**src/rtl/wash_pkg.sv**
```systemverilog
// Shared definitions for the wash cycle sequencer.
//   SEC_W    : width of the seconds counter and of sec_left
//   phase_e  : phase encoding presented on the phase output
//   DEF_*    : default phase durations in seconds
package wash_pkg;

  localparam int unsigned SEC_W = 10;

  typedef enum logic [2:0] {
    PH_IDLE  = 3'd0,
    PH_FILL  = 3'd1,
    PH_WASH  = 3'd2,
    PH_RINSE = 3'd3,
    PH_SPIN  = 3'd4
  } phase_e;

  localparam int unsigned DEF_FILL_SEC  = 120;
  localparam int unsigned DEF_WASH_SEC  = 300;
  localparam int unsigned DEF_RINSE_SEC = 120;
  localparam int unsigned DEF_SPIN_SEC  = 60;

endpackage

```
**src/rtl/sec_tick_gen.sv**
```systemverilog
// Seconds prescaler: emits a one-cycle tick every (SEC_DIV_BASE << div_sel) cycles.
//   clk, rst : clock and synchronous active-high reset
//   clr      : restart the prescaler from zero (phase entry / idle)
//   hold     : freeze the prescaler and suppress the tick
//   div_sel  : prescale select, divisor = SEC_DIV_BASE << div_sel
//   tick     : single-cycle pulse on the last cycle of each second
module sec_tick_gen #(
  parameter int unsigned SEC_DIV_BASE = 1_000_000
) (
  input  logic       clk,
  input  logic       rst,
  input  logic       clr,
  input  logic       hold,
  input  logic [1:0] div_sel,
  output logic       tick
);

  // One spare bit so the largest divisor (base << 3) is representable.
  localparam int unsigned PRE_W = $clog2(SEC_DIV_BASE << 3) + 1;

  logic [PRE_W-1:0] div_m1;
  logic [PRE_W-1:0] pre_q, pre_d;

  assign div_m1 = (PRE_W'(SEC_DIV_BASE) << div_sel) - PRE_W'(1);
  assign tick   = !hold && (pre_q == div_m1);

  always_comb begin
    pre_d = pre_q;
    if (clr) begin
      pre_d = '0;
    end else if (!hold) begin
      pre_d = tick ? '0 : pre_q + PRE_W'(1);
    end
  end

  always_ff @(posedge clk) begin
    if (rst) begin
      pre_q <= '0;
    end else begin
      pre_q <= pre_d;
    end
  end

endmodule

```
**src/rtl/wash_cycle_sequencer.sv**
```systemverilog
// Phase sequencer for one washing-machine channel: FILL, WASH, RINSE (optionally
// WASH+RINSE again), SPIN, each timed in seconds from a prescaled clock.
//   clk, rst    : clock and synchronous active-high reset
//   clk_freq    : prescale select, latched when a coin is accepted
//   coin_in     : start request, only honoured in IDLE
//   double_wash : extra WASH+RINSE pass, latched when a coin is accepted
//   timer_pause : freezes timing, only honoured in SPIN
//   phase       : current phase (IDLE/FILL/WASH/RINSE/SPIN)
//   phase_start : pulse on the first cycle of every non-IDLE phase
//   sec_left    : seconds remaining in the current phase, 0 in IDLE
//   busy        : phase is not IDLE
//   wash_done   : pulse on the first IDLE cycle after SPIN completes
module wash_cycle_sequencer
  import wash_pkg::*;
#(
  parameter int unsigned SEC_DIV_BASE = 1_000_000,
  parameter int unsigned FILL_SEC     = DEF_FILL_SEC,
  parameter int unsigned WASH_SEC     = DEF_WASH_SEC,
  parameter int unsigned RINSE_SEC    = DEF_RINSE_SEC,
  parameter int unsigned SPIN_SEC     = DEF_SPIN_SEC
) (
  input  logic             clk,
  input  logic             rst,
  input  logic [1:0]       clk_freq,
  input  logic             coin_in,
  input  logic             double_wash,
  input  logic             timer_pause,
  output logic [2:0]       phase,
  output logic             phase_start,
  output logic [SEC_W-1:0] sec_left,
  output logic             busy,
  output logic             wash_done
);

  phase_e           phase_q, phase_d;
  logic [SEC_W-1:0] sec_q, sec_d;
  logic [SEC_W-1:0] left_q, left_d;
  logic [1:0]       freq_q, freq_d;
  logic             dbl_q, dbl_d;
  logic             pass_q, pass_d;
  logic             start_q, start_d;
  logic             done_q, done_d;
  logic             tick, hold, clr, phase_end;
  logic [SEC_W-1:0] dur_cur;

  function automatic logic [SEC_W-1:0] dur_of(input phase_e ph);
    case (ph)
      PH_FILL:  return SEC_W'(FILL_SEC);
      PH_WASH:  return SEC_W'(WASH_SEC);
      PH_RINSE: return SEC_W'(RINSE_SEC);
      PH_SPIN:  return SEC_W'(SPIN_SEC);
      default:  return '0;
    endcase
  endfunction

  assign hold      = timer_pause && (phase_q == PH_SPIN);
  assign dur_cur   = dur_of(phase_q);
  assign phase_end = tick && (sec_q == dur_cur - 1'b1);
  // Prescaler sits at zero in IDLE and restarts on every phase change.
  assign clr       = (phase_q == PH_IDLE) || phase_end;

  sec_tick_gen #(
    .SEC_DIV_BASE(SEC_DIV_BASE)
  ) u_tick (
    .clk    (clk),
    .rst    (rst),
    .clr    (clr),
    .hold   (hold),
    .div_sel(freq_q),
    .tick   (tick)
  );

  always_comb begin
    phase_d = phase_q;
    sec_d   = sec_q;
    freq_d  = freq_q;
    dbl_d   = dbl_q;
    pass_d  = pass_q;
    start_d = 1'b0;
    done_d  = 1'b0;

    if (phase_q == PH_IDLE) begin
      sec_d = '0;
      if (coin_in) begin
        phase_d = PH_FILL;
        freq_d  = clk_freq;
        dbl_d   = double_wash;
        pass_d  = 1'b0;
        start_d = 1'b1;
      end
    end else if (phase_end) begin
      sec_d   = '0;
      start_d = 1'b1;
      case (phase_q)
        PH_FILL: phase_d = PH_WASH;
        PH_WASH: phase_d = PH_RINSE;
        PH_RINSE: begin
          if (dbl_q && !pass_q) begin
            phase_d = PH_WASH;
            pass_d  = 1'b1;
          end else begin
            phase_d = PH_SPIN;
          end
        end
        default: begin
          phase_d = PH_IDLE;
          start_d = 1'b0;
          done_d  = 1'b1;
        end
      endcase
    end else if (tick) begin
      sec_d = sec_q + 1'b1;
    end

    left_d = (phase_d == PH_IDLE) ? '0 : dur_of(phase_d) - sec_d;
  end

  always_ff @(posedge clk) begin
    if (rst) begin
      phase_q <= PH_IDLE;
      sec_q   <= '0;
      left_q  <= '0;
      freq_q  <= '0;
      dbl_q   <= 1'b0;
      pass_q  <= 1'b0;
      start_q <= 1'b0;
      done_q  <= 1'b0;
    end else begin
      phase_q <= phase_d;
      sec_q   <= sec_d;
      left_q  <= left_d;
      freq_q  <= freq_d;
      dbl_q   <= dbl_d;
      pass_q  <= pass_d;
      start_q <= start_d;
      done_q  <= done_d;
    end
  end

  assign phase       = phase_q;
  assign phase_start = start_q;
  assign sec_left    = left_q;
  assign busy        = (phase_q != PH_IDLE);
  assign wash_done   = done_q;

endmodule

```
**config.mk**
```make
export PLATFORM = sky130hd
export DESIGN_NAME = wash_cycle_sequencer
export DESIGN_NICKNAME = d
export VERILOG_FILES = /design/src/rtl/wash_pkg.sv /design/src/rtl/sec_tick_gen.sv /design/src/rtl/wash_cycle_sequencer.sv
export SDC_FILE = /design/constraint.sdc
export NUM_CORES = 1
export LEC_CHECK = 0
export CAP_MARGIN = 20
export CORE_ASPECT_RATIO = 1.2
export CORE_MARGIN = 3
export CORE_UTILIZATION = 53
export DETAILED_ROUTE_END_ITERATION = 12
export HOLD_SLACK_MARGIN = 0.08
export PLACE_DENSITY = 0.8
export SETUP_SLACK_MARGIN = 0.4
export SLEW_MARGIN = 20
export SYNTH_ARGS = -nofsm -noshare
export SYNTH_HDL_FRONTEND = slang
export SYNTH_HIERARCHICAL = 1
export SYNTH_SLANG_ARGS = --single-unit
export TNS_END_PERCENT = 5
```
**constraint.sdc**
```tcl
create_clock -name clk -period 5.5 [get_ports clk]
set_clock_uncertainty 0.1 [all_clocks]
set_input_delay 1.1 -clock clk [delete_from_list [all_inputs] [get_ports clk]]
set_output_delay 1.1 -clock clk [all_outputs]
set_load 0.1 [all_outputs]
```
### Sizing map

(4 px per µm)
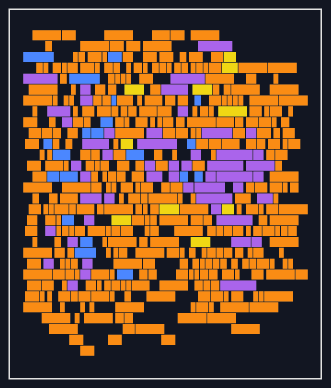
- blue: x2 (cells 20)
- orange: x1 and smaller (cells 361)
- yellow: x6 and larger (cells 10)
- purple: x3 and x4 (cells 50)

### Track usage over the die

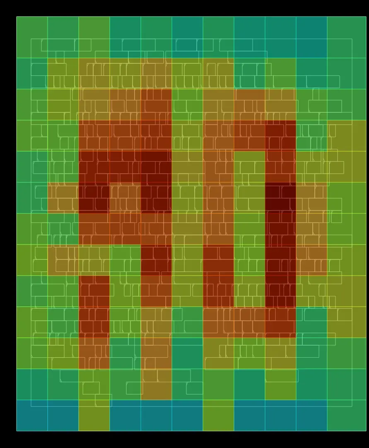
GR Util met3: 3.54%
met2 GRT Util: 39.4%
grt met1 use: 24.5%
Total Routing Usage GR: 21.5%
Wirelength per Cell: 14.9 µm

-- registers in the layout, indices dropped and copies added (netlist names) --
signal and count:
dbl_q 1, sec_left 10, wash_done 1, freq_q 2, sec_q 10, phase 3
pass_q 1, u_tick/pre_q 24, phase_start 1
-- final cells by class --
class                      count  area [µm²]  share of cell area (%)
multi-input combinational    311        2220                    55.3
timing repair buffer          52         464                    11.5
tap                           80         100                    2.49
sequential                    53        1070                    26.7
clock buffer                   6        72.6                    1.80
inverter                      17        73.8                    1.84
clock inverter                 2        13.8                   0.342
-- final timing paths --
kind                             to  slack (ns)  depth (start not counted)
max reg2reg  sec_left[9]$_SDFF_PP0_        0.37                         21
max          sec_left[9]$_SDFF_PP0_        0.37                         21
min reg2reg     pass_q$_SDFFE_PP0P_        0.36                          2
min             pass_q$_SDFFE_PP0P_        0.36                          2
==> metrics.yaml <==
power.group.top: "registers"
maxSlewViolCount: 0
final_common_cell: "nor2_1"
status: "finished clean"
h-tree-depth: 2
clkPwrFrac_pct: 28.8
cp-start-kind: "flop"
hold_ws_ns: 0.365
tool_warnings: 35
via_per_inst: 5.63
gp_congestion: 0.910
worst_slack_ns: 0.367
cts_root_buf: "clkbuf_8"
stdcell_count: 521
fmax_ghz: 0.195
worstSetupEndpointType: "flop"
first_pass_iters: 4
timing.rr.start: "freq_q[1]$_SDFFE_PP0P_"
ys_cells: 393
pre_cts_slack_ns: -0.161
drive_above_1_share_pct: 18.1
path_delay_family: "simple AND/OR/NAND/NOR gates"
